==> config.mk <==
export PLATFORM = sky130hd
export DESIGN_NAME = pulse_qualifier
export DESIGN_NICKNAME = d
export VERILOG_FILES = /design/src/rtl/pulse_qualifier_pkg.sv /design/src/rtl/pulse_qualifier_sync_chain.sv /design/src/rtl/pulse_qualifier.sv
export SDC_FILE = /design/constraint.sdc
export NUM_CORES = 1
export LEC_CHECK = 0
export ABC_AREA = 1
export CAP_MARGIN = 25
export CELL_PAD_IN_SITES_DETAIL_PLACEMENT = 1
export CELL_PAD_IN_SITES_GLOBAL_PLACEMENT = 1
export CORE_ASPECT_RATIO = 0.9
export CORE_MARGIN = 8
export CORE_UTILIZATION = 26
export CTS_BUF_LIST = sky130_fd_sc_hd__clkbuf_4
export CTS_CLUSTER_DIAMETER = 30
export DETAILED_ROUTE_END_ITERATION = 16
export PLACE_DENSITY_LB_ADDON = 0.1
export SYNTH_ARGS = -nofsm -noshare
export SYNTH_HDL_FRONTEND = slang
export SYNTH_SLANG_ARGS = --single-unit
==> constraint.sdc <==
create_clock -name Clk -period 1.95 [get_ports Clk]
set_clock_uncertainty 0.2 [all_clocks]
set_input_delay 0.195 -clock Clk [delete_from_list [all_inputs] [get_ports Clk]]
set_output_delay 0.195 -clock Clk [all_outputs]
set_load 0.1 [all_outputs]
### Logic cells by family

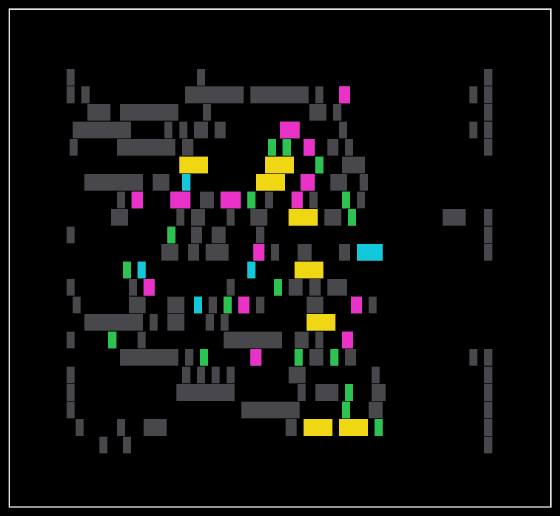
Cyan marks nor cells, cells 5, most used nor2_1. Yellow marks fa/ha/maj cells, cells 8, most used ha_1. Green marks inv cells, cells 17, most used inv_1. Magenta marks aoi and oai cells, cells 14, most used o21ai_0.
fraction of area in multi-input gates: 54.40%
final cell count without fillers: 207
most numerous logic cell after layout: nand2_1

### The metal 3 layer

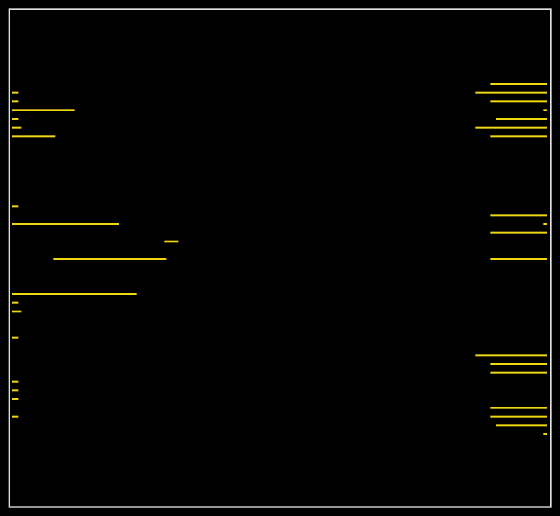
The layer carries 213 um of wire. The wires run mostly horizontal.
Routed WL: 2494 um
vias after detailed routing: 831
met3 track demand over resource: 3.062%

==> changes_impl.md <==
### Implementation results

* Synth warnings at 0
* Pin count of the biggest net entering global routing at 12
* Worst Setup Path Type: register to register
* Final critical delay including setup and external delays at approximately 1.8 ns
* Filler cell count in the final layout at about 510
* Pre-CTS worst setup slack at between 0.15 and 0.2 ns
* Wire length on met3 at ~210 um
* Number of antenna diodes at 0
* Met2 usage at between 10% and 20%
* Cell kind with the greatest summed area: combinational gates
* Mean instance size in the synthesized netlist at 7.337 sq um
* Unique cell types at 22
* Buffer levels on the longest clock path at 2
* Part of the power in combinational logic at between 50% and 60%
* Synth Instances at ~150
* Remaining routing DRC violations at 0
* Number of ordinary and repair buffers in the finished layout at 10
* Synth area leaders: dfrtp_1 (26%), buf_4 (22%), nand2_1 (12%)
* Setup repair after global routing missed its margin: false
* Flop-to-flop setup slack at 0.19 ns
* Number of input and output port buffers inserted at 6
* Flop+latch power at approximately 270 uW
* Hold WS at 0.06504 ns
* Sw Share at ~56%
* Number of enable-type register cells in the synthesized netlist at 0
* Initial DRC count at 33
* Final setup TNS at 0 ns
* P_comb at about 520 uW
* Crit start category: register
* Power dissipated in the clock network at ~170 uW
* Post-CTS resize count at 0
* Bufs and invs on worst path at 3
* Sequential power share at about 28%
* Capturing element type of the critical path: register
* Hold_buf cts at 0
* Worst vdd ir at roughly 0.29 mV
* Post-layout nets at approximately 170
* Share of the core filled by cells before placement at between 20% and 30%
* Busiest grt layer: met2
* Core area at roughly 4000 sq um
* R2R depth at 8
* Highest routed layer: met4
* CTS tree: yes
* Total leakage power at around 0.6 nW
* Post-CTS setup repair buffer count at 0
* Cell with the biggest individual delay on the critical path: dfrtp_1
* Global routing met1 resource utilization at about a tenth
* Number of global-route vias before repair at 905
* Latency at later pin at between 0.2 and 0.3 ns
* Synthesis-to-layout area growth at 4.061%
* Cycle use final at slightly above 90%
* Number of clock buffer instances in the layout at 4
* Sequential cells at 11
* Power Density at 849.5 nW/um^2
* Overall die height at just under 80 um
* Post-synthesis cell type with the largest instance count: nand2_1
* Cell family contributing the most delay on the critical path: flip-flops
* Longest individual stage delay on the worst path at around 0.42 ns
* Run status: finished clean
* Worst Slack Setup Final at ~0.19 ns
* Largest power group: combinational cells
* Proportion of layout cells with a drive suffix above 1 at around 16%
* Clock root buffer: clkbuf_4
* Post-DP HPWL at between 2000 and 2500 um
* Register area at roughly 280 sq um
## kinds of logic (layout without fill, tap and decap cells)
| family | Yosys count | count (layout) | synth area share [%] |
|---|---|---|---|
| and+or+nand+nor | 62 | 62 | 27.73 |
| buffers and inverters | 50 | 31 | 28.65 |
| AOI/OAI and AO/OA | 14 | 14 | 7.658 |
| DFF | 11 | 11 | 25.52 |
| adders and majority gates | 8 | 8 | 9.281 |
| other | 1 | 32 | 0.3477 |
| xor gates and xnor gates | 1 | 1 | 0.8122 |
## metrics by stage
step	cell area, sq um	total power, mW	cells	utilization (%)
3_5_place_dp	1092	0.7918	203	27.18
3_3_place_gp	1092	0.7896	203	27.18
6_report	1122	0.9534	207	27.93
4_1_cts	1122	0.9669	207	27.93
5_1_grt	1122	1.014	207	27.93
2_1_floorplan	1195	0.7579	178	-
Power is estimated from default activity; no workload was simulated.
